File: src/rtl/keypad_pkg.sv
// Shared types and constants for the 4x4 keypad scanner.
// Key map, select codes and the select-update helper.
package keypad_pkg;

  localparam int SEL_W = 4;

  typedef enum logic [1:0] {
    SCAN     = 2'd0,
    DEBOUNCE = 2'd1,
    HELD     = 2'd2,
    REL_DEB  = 2'd3
  } state_e;

  localparam logic [3:0] KEY_A   = 4'hA;
  localparam logic [3:0] KEY_B   = 4'hB;
  localparam logic [3:0] KEY_C   = 4'hC;
  localparam logic [3:0] KEY_D   = 4'hD;
  localparam logic [3:0] KEY_CLR = 4'hE;

  // Indexed by {row, col}
  localparam logic [3:0] KEY_MAP [16] = '{
    4'h1, 4'h2, 4'h3, 4'hA,
    4'h4, 4'h5, 4'h6, 4'hB,
    4'h7, 4'h8, 4'h9, 4'hC,
    4'hE, 4'h0, 4'hF, 4'hD
  };

  function automatic logic [SEL_W-1:0] sel_next(
    input logic [3:0]       code,
    input logic [SEL_W-1:0] cur
  );
    case (code)
      KEY_A:   return 4'b0001;
      KEY_B:   return 4'b0010;
      KEY_C:   return 4'b0100;
      KEY_D:   return 4'b1000;
      KEY_CLR: return '0;
      default: return cur;
    endcase
  endfunction

endpackage

File: src/rtl/keypad_scanner_sync2.sv
// Two-flop synchroniser for asynchronous inputs.
// Resets both stages to RST_VAL.
module sync2 #(
  parameter int           W       = 4,
  parameter logic [W-1:0] RST_VAL = '1
) (
  input  logic         clk,
  input  logic         rst_n,
  input  logic [W-1:0] d,
  output logic [W-1:0] q
);

  logic [W-1:0] meta_q;
  logic [W-1:0] sync_q;

  always_ff @(posedge clk or negedge rst_n) begin
    if (!rst_n) begin
      meta_q <= RST_VAL;
      sync_q <= RST_VAL;
    end else begin
      meta_q <= d;
      sync_q <= meta_q;
    end
  end

  assign q = sync_q;

endmodule

File: src/rtl/keypad_scanner.sv
// 4x4 keypad scanner with press/release debounce,
// one-cycle key event and latched one-hot select.
module keypad_scanner
  import keypad_pkg::*;
#(
  parameter int SCAN_DIV     = 50000,
  parameter int DEBOUNCE_CYC = 1000000
) (
  input  logic             clk,
  input  logic             rst_n,
  input  logic [3:0]       row_n,
  output logic [3:0]       col_n,
  output logic             key_valid,
  output logic [3:0]       key_code,
  output logic [SEL_W-1:0] sel
);

  localparam int MAXC = (SCAN_DIV > DEBOUNCE_CYC) ? SCAN_DIV : DEBOUNCE_CYC;
  localparam int CW   = $clog2(MAXC);
  localparam logic [CW-1:0] SCAN_TC = CW'(SCAN_DIV - 1);
  localparam logic [CW-1:0] DEB_TC  = CW'(DEBOUNCE_CYC - 1);

  state_e           state_q, state_d;
  logic [CW-1:0]    cnt_q, cnt_d;
  logic [1:0]       cidx_q, cidx_d;
  logic [1:0]       crow_q, crow_d;
  logic             valid_q, valid_d;
  logic [3:0]       code_q, code_d;
  logic [SEL_W-1:0] sel_q, sel_d;

  logic [3:0] row_s;
  logic [1:0] low_row;
  logic       any_low;
  logic       row_up;
  logic [3:0] new_code;

  sync2 #(
    .W       (4),
    .RST_VAL (4'hF)
  ) u_row_sync (
    .clk   (clk),
    .rst_n (rst_n),
    .d     (row_n),
    .q     (row_s)
  );

  // Lowest-index low row wins within a column
  always_comb begin
    low_row = 2'd0;
    for (int i = 3; i >= 0; i--) begin
      if (!row_s[i]) low_row = 2'(i);
    end
  end

  assign any_low  = ~&row_s;
  assign row_up   = row_s[crow_q];
  assign new_code = KEY_MAP[{crow_q, cidx_q}];

  always_ff @(posedge clk or negedge rst_n) begin
    if (!rst_n) begin
      state_q <= SCAN;
      cnt_q   <= '0;
      cidx_q  <= 2'd0;
      crow_q  <= 2'd0;
      valid_q <= 1'b0;
      code_q  <= 4'h0;
      sel_q   <= '0;
    end else begin
      state_q <= state_d;
      cnt_q   <= cnt_d;
      cidx_q  <= cidx_d;
      crow_q  <= crow_d;
      valid_q <= valid_d;
      code_q  <= code_d;
      sel_q   <= sel_d;
    end
  end

  always_comb begin
    state_d = state_q;
    cnt_d   = cnt_q;
    cidx_d  = cidx_q;
    crow_d  = crow_q;
    valid_d = 1'b0;
    code_d  = code_q;
    sel_d   = sel_q;
    unique case (state_q)
      SCAN: begin
        if (cnt_q == SCAN_TC) begin
          cnt_d = '0;
          if (any_low) begin
            crow_d  = low_row;
            state_d = DEBOUNCE;
          end else begin
            cidx_d = cidx_q + 2'd1;
          end
        end else begin
          cnt_d = cnt_q + CW'(1);
        end
      end
      DEBOUNCE: begin
        if (row_up) begin
          cnt_d   = '0;
          state_d = SCAN;
        end else if (cnt_q == DEB_TC) begin
          cnt_d   = '0;
          valid_d = 1'b1;
          code_d  = new_code;
          sel_d   = sel_next(new_code, sel_q);
          state_d = HELD;
        end else begin
          cnt_d = cnt_q + CW'(1);
        end
      end
      HELD: begin
        if (row_up) begin
          cnt_d   = '0;
          state_d = REL_DEB;
        end
      end
      REL_DEB: begin
        if (!row_up) begin
          cnt_d = '0;
        end else if (cnt_q == DEB_TC) begin
          cnt_d   = '0;
          cidx_d  = cidx_q + 2'd1;
          state_d = SCAN;
        end else begin
          cnt_d = cnt_q + CW'(1);
        end
      end
      default: state_d = SCAN;
    endcase
  end

  always_comb begin
    col_n     = ~(4'b0001 << cidx_q);
    key_valid = valid_q;
    key_code  = code_q;
    sel       = sel_q;
  end

endmodule

File: config.mk
export PLATFORM = sky130hd
export DESIGN_NAME = keypad_scanner
export DESIGN_NICKNAME = d
export VERILOG_FILES = /design/src/rtl/keypad_pkg.sv /design/src/rtl/keypad_scanner_sync2.sv /design/src/rtl/keypad_scanner.sv
export SDC_FILE = /design/constraint.sdc
export NUM_CORES = 1
export LEC_CHECK = 0
export CORE_ASPECT_RATIO = 0.9
export CORE_MARGIN = 5
export CORE_UTILIZATION = 45
export CTS_CLUSTER_DIAMETER = 60
export DETAILED_ROUTE_END_ITERATION = 6
export GPL_TIMING_DRIVEN = 0
export HOLD_SLACK_MARGIN = 0.12
export REMOVE_ABC_BUFFERS = 1
export SLEW_MARGIN = 20
export SYNTH_ARGS = -nofsm -noshare
export SYNTH_HDL_FRONTEND = slang
export SYNTH_SLANG_ARGS = --single-unit
File: constraint.sdc
create_clock -name clk -period 3.2 [get_ports clk]
set_input_delay 0.64 -clock clk [delete_from_list [all_inputs] [get_ports clk]]
set_output_delay 0.64 -clock clk [all_outputs]
set_load 0.02 [all_outputs]
Cells colored by class:
Scale: 4 px per um.
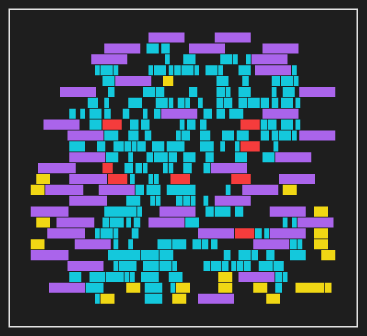
legend:
  other buffers and delay cells:
    color: yellow
    cells: 20
    share_of_their_area: 7.7%
  all other logic:
    color: cyan
    cells: 188
    share_of_their_area: 47%
  clock drivers and dummy loads:
    color: red
    cells: 8
    share_of_their_area: 3.9%
  flip-flops:
    color: purple
    cells: 43
    share_of_their_area: 41%

Cell sizes after repair:
Scale: 4 px per um.
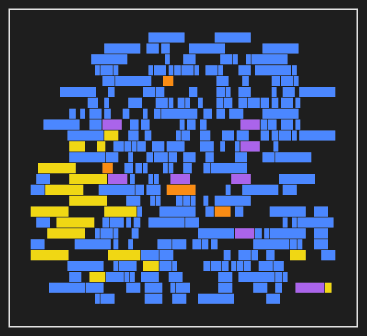
legend:
  drive 1 or less:
    color: blue
    cells: 230
  drive 6 and up:
    color: purple
    cells: 8
  drive 2:
    color: yellow
    cells: 17
  drive 3 to 4:
    color: orange
    cells: 4

Zoomed window:
Window x 9 to 34, y 47 to 72 um. Cells in gray, sequential cells in the stronger gray; small squares are vias.
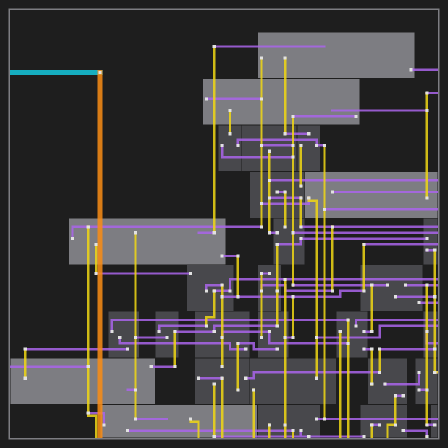
legend:
  met4:
    color: orange
  met1:
    color: purple
  met2:
    color: yellow
  met3:
    color: cyan
sequential cells in the window: 6
most frequent: dfrtp_1 (6), nand2_1 (3)
netlist names of flops here include: cnt_q (6)
cells with their middle in the window: 26

==> run summary <==
Implementation summary

Setup repair after global routing left no endpoint under its margin. The critical path starts at cnt_q[7]. The initial utilization of the core area, before any placement, comes to 45.81%. Of the total standard cell area in the layout, the sequential portion is between 30% and 40%. The element type at the critical path end is a flop.

Entering global routing, the biggest net connects 25 pins. The number of H-tree levels is 2. The end-of-flow timing check tallies setup violations at 0. The sequential power is 0.555 mW. The final routed wire length divided by cell count is 14.27 um. The TritonCTS clock tree is done. The critical path startpoint category is a flop. The report lists the number of cells resized after CTS as 0. Counting flops per register, the top entry is cnt_q. The detail route stage leaves a number of antenna-violating nets equal to 0. The total negative slack for setup checks is 0 ps.

The count of yosys warnings during synthesis is 0. In this run switching power makes up a little over a fifth of total power. The synthesized netlist was found by Yosys to have between 200 and 250 cells. The overall die size recorded for this design is between 6000 and 7000 um2. The die is 86.64 um wide. The most common logic cells in the final layout are dfrtp_1, nor2_1, nand2_1, clkdlybuf4s50_1, o21ai_0. In the final report, the number of hold violations comes to 0. Hold is met by 293.9 ps. The flow ran to the end, and the final reports show no timing, DRC or antenna violations. The flop and latch count out of synthesis is 43. Summed over all routing layers, the global router reports a total usage of between 10% and 20%.

On met3, the global router reports a usage of 3.320%. The cell at the root of the clock tree is clkbuf_8. The leakage component of the power is 1.143 nW. The iteration count recorded for the first detailed-route pass is 4.

The cell area after placement is 2621 um2. The multi-input gate share of the layout cell area is 44.44%. The cell taking the most area after synthesis is dfrtp_1. Of the total synthesized cell area, the portion taken by AND, OR, NAND and NOR gates is 24.57%. The total of plain and repair buffers excluding clock buffers is 20.

The flop count is between 40 and 50. Combinational cells account for 2.7% of the total power. The critical register-to-register path startpoint is cnt_q[7]. The clock network latency to the later pin of the worst-skew pair is 290 ps. The number of rows created at floorplan is 25. The area growth from synthesis to final layout is 14.57%. Counting flops with an async set or reset pin after synthesis yields a share of 100.0%. Looking at the reg2reg group, the worst path ends at cidx_q[1]. The clock share of power is 39.7%.

Yosys reports that the most numerous cell types are dfrtp_1, nor2_1, nand2_1. The estimated wirelength of the detail-placed design is around 3400 um. The flow reports an fmax of between 300 and 400 MHz.

The tool warning count is 31. Post-synth the commonest register cell is dfrtp_1. The depth of the most critical reg-to-reg path is 5.

The number of maximum-capacitance violations recorded for the run is 0. The cell area after technology mapping is 2379 um2. The critical path is of the reg2reg type. The combinational group power is 0.0261 mW. The antenna diode count is 0. Port buffering added 18 buffers.

Per the OpenROAD floorplan log, the area of the core is about 5200 um2. The number of global-route vias before repair was 1649. The most common cell in the netlist is dfrtp_1. The slew at the pin closest to its max-slew limit is 897.9 ps.

The portion of the clock cycle consumed by the worst path in the final layout is 85.71%.
## metrics by stage
stage               utilization [%]  total power [mW]  setup WS (ps)  cells
floorplan                         -            0.5710          668.7    231
global placement              49.95            0.5898         -5.032    316
detailed placement            50.48            0.5924          527.3    318
CTS                           52.48            0.9803          501.6    326
global route                  52.48             1.006          349.2    326
finish                        52.48            0.9634          457.2    326
## critical path: cells and delay by family (launching register included)
| family | cells | cell delay [ps] |
|---|---|---|
| AOI/OAI and AO/OA | 1 | 310 |
| DFF | 1 | 460 |
| muxes | 1 | 350 |
| and+or+nand+nor | 3 | 1500 |
## layer usage
layer  vias to the layer above  wire, um
li1                        885         -
met1                       863      2393
met2                        38      1973
met3                         4       238
met4                         0        46
met5                         -         0
Power is estimated from default activity; no workload was simulated.
